==> config.mk <==
export PLATFORM = sky130hd
export DESIGN_NAME = tone_scheduler
export DESIGN_NICKNAME = d
export VERILOG_FILES = /design/src/rtl/tone_scheduler.sv
export SDC_FILE = /design/constraint.sdc
export NUM_CORES = 1
export LEC_CHECK = 0
export ABC_AREA = 1
export CORE_AREA = 2 2 126 128
export DETAILED_ROUTE_END_ITERATION = 6
export DIE_AREA = 0 0 128 130
export MAX_ROUTING_LAYER = met4
export PLACE_DENSITY = 0.86
export SLEW_MARGIN = 40
export SYNTH_ARGS = -nofsm -noshare
export SYNTH_HDL_FRONTEND = slang
export SYNTH_SLANG_ARGS = --single-unit
==> constraint.sdc <==
create_clock -name clk -period 5 [get_ports clk]
set_input_delay 1 -clock clk [delete_from_list [all_inputs] [get_ports clk]]
set_output_delay 1 -clock clk [all_outputs]
set_load 0.01 [all_outputs]
==> src/rtl/tone_scheduler.sv <==
// tone_scheduler: fixed-priority arbiter plus millisecond sequencer sharing one tone generator.
// Optional feature macro TONE_PREEMPT_EN: a higher-priority request aborts the running tone or gap.
module tone_scheduler #(
   parameter int FCLK   = 50_000_000,
   parameter int N_REQ  = 4,
   parameter int GAP_MS = 10
) (
   input  logic                     clk,
   input  logic                     reset_n,
   input  logic [N_REQ-1:0]         req,
   input  logic [32*N_REQ-1:0]      req_freq,
   input  logic [16*N_REQ-1:0]      req_dur_ms,
   output logic [N_REQ-1:0]         ack,
   output logic [N_REQ-1:0]         done,
   output logic [N_REQ-1:0]         abort,
   output logic [31:0]              freq,
   output logic                     tone_en,
   output logic                     busy,
   output logic [$clog2(N_REQ)-1:0] gnt_id
);
   localparam int DIV = FCLK / 1000;
   localparam int PW  = $clog2(DIV);
   localparam int IW  = $clog2(N_REQ);
   localparam logic [PW-1:0] PRE_LAST = PW'(DIV - 1);
   localparam logic [15:0]   GAP_LAST = (GAP_MS > 0) ? 16'(GAP_MS - 1) : 16'd0;

   typedef enum logic [1:0] {S_IDLE, S_PLAY, S_GAP} state_t;

   state_t          state_q, state_d;
   logic [PW-1:0]   pre_q, pre_d;
   logic [15:0]     dur_cnt_q, dur_cnt_d;
   logic [15:0]     gap_cnt_q, gap_cnt_d;
   logic [15:0]     dur_q, dur_d;
   logic [N_REQ-1:0] ack_q, ack_d, done_q, done_d, abort_q, abort_d;
   logic [31:0]     freq_q, freq_d;
   logic            tone_en_q, tone_en_d;
   logic            busy_q, busy_d;
   logic [IW-1:0]   gnt_q, gnt_d;

   logic [31:0]     freq_arr [N_REQ];
   logic [15:0]     dur_arr  [N_REQ];
   logic            win_found;
   logic [IW-1:0]   win_id;
   logic [31:0]     sel_freq;
   logic [15:0]     sel_dur;
   logic            tick;
   logic            preempt;
   logic            grant;

   genvar gi;
   generate
      for (gi = 0; gi < N_REQ; gi++) begin : g_unpack
         assign freq_arr[gi] = req_freq[32*gi +: 32];
         assign dur_arr[gi]  = req_dur_ms[16*gi +: 16];
      end
   endgenerate

   // Lowest set index wins: scan from the top so the last hit is the winner.
   always_comb begin
      win_found = 1'b0;
      win_id    = '0;
      for (int i = N_REQ - 1; i >= 0; i--) begin
         if (req[i]) begin
            win_found = 1'b1;
            win_id    = IW'(i);
         end
      end
   end

   assign sel_freq = freq_arr[win_id];
   assign sel_dur  = dur_arr[win_id];
   assign tick     = (pre_q == PRE_LAST);

`ifdef TONE_PREEMPT_EN
   assign preempt = win_found && (win_id < gnt_q);
`else
   assign preempt = 1'b0;
`endif

   always_comb begin
      state_d   = state_q;
      pre_d     = pre_q;
      dur_cnt_d = dur_cnt_q;
      gap_cnt_d = gap_cnt_q;
      dur_d     = dur_q;
      ack_d     = '0;
      done_d    = '0;
      abort_d   = '0;
      freq_d    = freq_q;
      tone_en_d = tone_en_q;
      gnt_d     = gnt_q;
      grant     = 1'b0;

      if (state_q != S_IDLE) begin
         pre_d = tick ? '0 : pre_q + PW'(1);
      end

      case (state_q)
         S_IDLE: begin
            grant = win_found;
         end
         S_PLAY: begin
            if (preempt) begin
               done_d[gnt_q]  = 1'b1;
               abort_d[gnt_q] = 1'b1;
               grant          = 1'b1;
            end else if (dur_q == 16'd0) begin
               done_d[gnt_q] = 1'b1;
               state_d       = S_IDLE;
            end else if (tick) begin
               // Compare before increment so the 16-bit counter never wraps.
               if (dur_cnt_q == dur_q - 16'd1) begin
                  done_d[gnt_q] = 1'b1;
                  tone_en_d     = 1'b0;
                  freq_d        = '0;
                  if (GAP_MS > 0) begin
                     state_d   = S_GAP;
                     gap_cnt_d = '0;
                     pre_d     = '0;
                  end else begin
                     state_d = S_IDLE;
                  end
               end else begin
                  dur_cnt_d = dur_cnt_q + 16'd1;
               end
            end
         end
         S_GAP: begin
            if (preempt) begin
               grant = 1'b1;
            end else if (tick) begin
               if (gap_cnt_q == GAP_LAST) begin
                  state_d = S_IDLE;
                  grant   = win_found;
               end else begin
                  gap_cnt_d = gap_cnt_q + 16'd1;
               end
            end
         end
         default: state_d = S_IDLE;
      endcase

      // A zero-length request still passes through PLAY for one cycle to emit its done.
      if (grant) begin
         ack_d[win_id] = 1'b1;
         gnt_d         = win_id;
         dur_d         = sel_dur;
         dur_cnt_d     = '0;
         pre_d         = '0;
         state_d       = S_PLAY;
         freq_d        = (sel_dur == 16'd0) ? 32'd0 : sel_freq;
         tone_en_d     = (sel_dur != 16'd0) && (sel_freq != 32'd0);
      end

      busy_d = (state_d != S_IDLE);
   end

   always_ff @(posedge clk) begin
      if (!reset_n) begin
         state_q   <= S_IDLE;
         pre_q     <= '0;
         dur_cnt_q <= '0;
         gap_cnt_q <= '0;
         dur_q     <= '0;
         ack_q     <= '0;
         done_q    <= '0;
         abort_q   <= '0;
         freq_q    <= '0;
         tone_en_q <= 1'b0;
         busy_q    <= 1'b0;
         gnt_q     <= '0;
      end else begin
         state_q   <= state_d;
         pre_q     <= pre_d;
         dur_cnt_q <= dur_cnt_d;
         gap_cnt_q <= gap_cnt_d;
         dur_q     <= dur_d;
         ack_q     <= ack_d;
         done_q    <= done_d;
         abort_q   <= abort_d;
         freq_q    <= freq_d;
         tone_en_q <= tone_en_d;
         busy_q    <= busy_d;
         gnt_q     <= gnt_d;
      end
   end

   assign ack     = ack_q;
   assign done    = done_q;
   assign abort   = abort_q;
   assign freq    = freq_q;
   assign tone_en = tone_en_q;
   assign busy    = busy_q;
   assign gnt_id  = gnt_q;

endmodule

Fig. 1: M2 wires
Scale: 3 px per um.
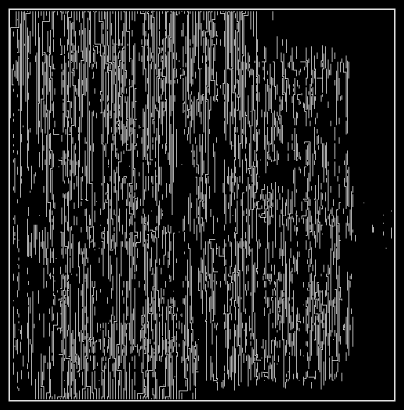
longest straight run: 58.0 um
wire length on this layer: 11600 um
met2 Track Usage GR: 0.4838
via count: 8813
drt total wl: 25.24 mm

==> results.json <==
{
  "rsz0062_at_grt": "false",
  "top_cell_area_share": 0.2856,
  "first_pass_iters": 5,
  "tightest_slew_ns": 0.8227,
  "drtAntennaViolNets": 0,
  "met2WireLength_mm": 11.59,
  "hp-class": "register to register",
  "grt_max_degree": 56,
  "coreArea_sq_um": 15420,
  "min_path_cells": 2,
  "fp_util": 0.4998,
  "drt_first_iter_violations": 863,
  "sequentialPowerShare": 0.382,
  "critPathLaunch": "req[0]",
  "taps": 192,
  "lay_top_count": "nand2_1",
  "critical_path.top_delay_family": "simple AND/OR/NAND/NOR gates",
  "clock_latency_ns": 0.36,
  "yosys_area_sq_um": 7710,
  "maxSlewViolCount": 0,
  "clkSlewWorstSetupHoldPaths_ns": 0.07,
  "cap_viol_max_count": 0,
  "highest_layer": "met4",
  "ff_count": 110,
  "rr_startpoint": "gap_cnt_q[6]",
  "holdWs_ns": 0.4688,
  "r2r-end": "freq[26]",
  "die_h_um": 130,
  "path_cells": "clkdlybuf4s50_1, nor2_1, nand2_1, inv_1, nand2_1, nand2_1, inv_1, nand2_1, nor2_1, nand2_1, nor2_1, a21oi_4, nand2_1, nand2_1",
  "aoi_share": 0.1113,
  "min_from": "gap_cnt_q[15]",
  "route.detailed.drc": 0,
  "portBuffers": 241,
  "grt-ovfl-total": 0,
  "nClkBuffers": 9,
  "clock-sinks": 110,
  "powerSeq_uw": 999,
  "netlist_instances": 1259,
  "worstSetupPathType": "primary input to register",
  "layout.nets": 1673,
  "n_all_inverters": 185,
  "grt_pass1_wl_mm": 39.73,
  "dieArea_sq_um": 16640,
  "cts_tree": "built",
  "fin_crit_ns": 3.557,
  "grt_pass1_vias": 7942,
  "io-pin-count": 246,
  "place_ws_ns": 1.168,
  "seq_area_sq_um": 2202,
  "crit_path_start_kind": "primary input",
  "openroad.warnings": 28,
  "yosys-top-cells-count": "nand2_1 (373), inv_1 (177), nand3_1 (143)",
  "cts.htree.levels": 3,
  "rrSetupSlack_ns": 1.90,
  "ys_cells": 1259,
  "p_int_mw": 1.732,
  "worstSetupEndpointType": "register",
  "final.setup.tns_ns": 0,
  "synth-edff-count": 0,
  "finalClockPeriodUsage": 0.7113,
  "route.met3.wl_mm": 1.907,
  "fillerInstances": 1349,
  "postLayoutSetupSlackWorst_ns": 1.443,
  "yosysTopAreaCell": "dfxtp_1",
  "antenna-diode-count": 7,
  "final-hold-violation-count": 0,
  "dpl_cell_area_sq_um": 10200,
  "grt_use_total": 0.3114,
  "drive_gt1_frac": 0.05092,
  "ys_types": 45,
  "finClkSkew_ns": 0.01277,
  "status": "completed",
  "simple_gate_area_frac": 0.4151,
  "cts-resized-gates": 0,
  "xor_area_frac": 0.05226,
  "cts_root_buf": "clkbuf_16",
  "yosysWarnings": 0,
  "grtUsageMet1": 0.3886,
  "cts_buffers": 9,
  "synth_async_sr_flop_share": 0,
  "ys_ff": 110,
  "critPathBufInv": 3,
  "synthTopLogicFamily": "simple AND/OR/NAND/NOR gates",
  "swShare": 0.3371,
  "fin_cells": 1672,
  "min_to": "gap_cnt_q[15]",
  "avgSynthCellArea_sq_um": 6.124,
  "arrival_ns": 3.85,
  "met3_usage": 0.06478,
  "mux_share": 0
}
Fig. 2: zoomed window
Window x 52 to 77, y 52 to 77 um. Cells in gray, sequential cells in the stronger gray; small squares are vias.
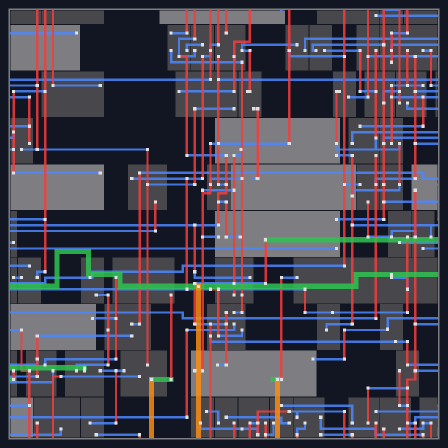
[blue] M1
[red] M2
[orange] M4
[green] M3
sequential cells in the window: 7
cells with their middle in the window: 52
netlist names of flops here include: freq (3), gnt_id (2), state_q (2)
most frequent: nand2_1 (8), inv_1 (8)

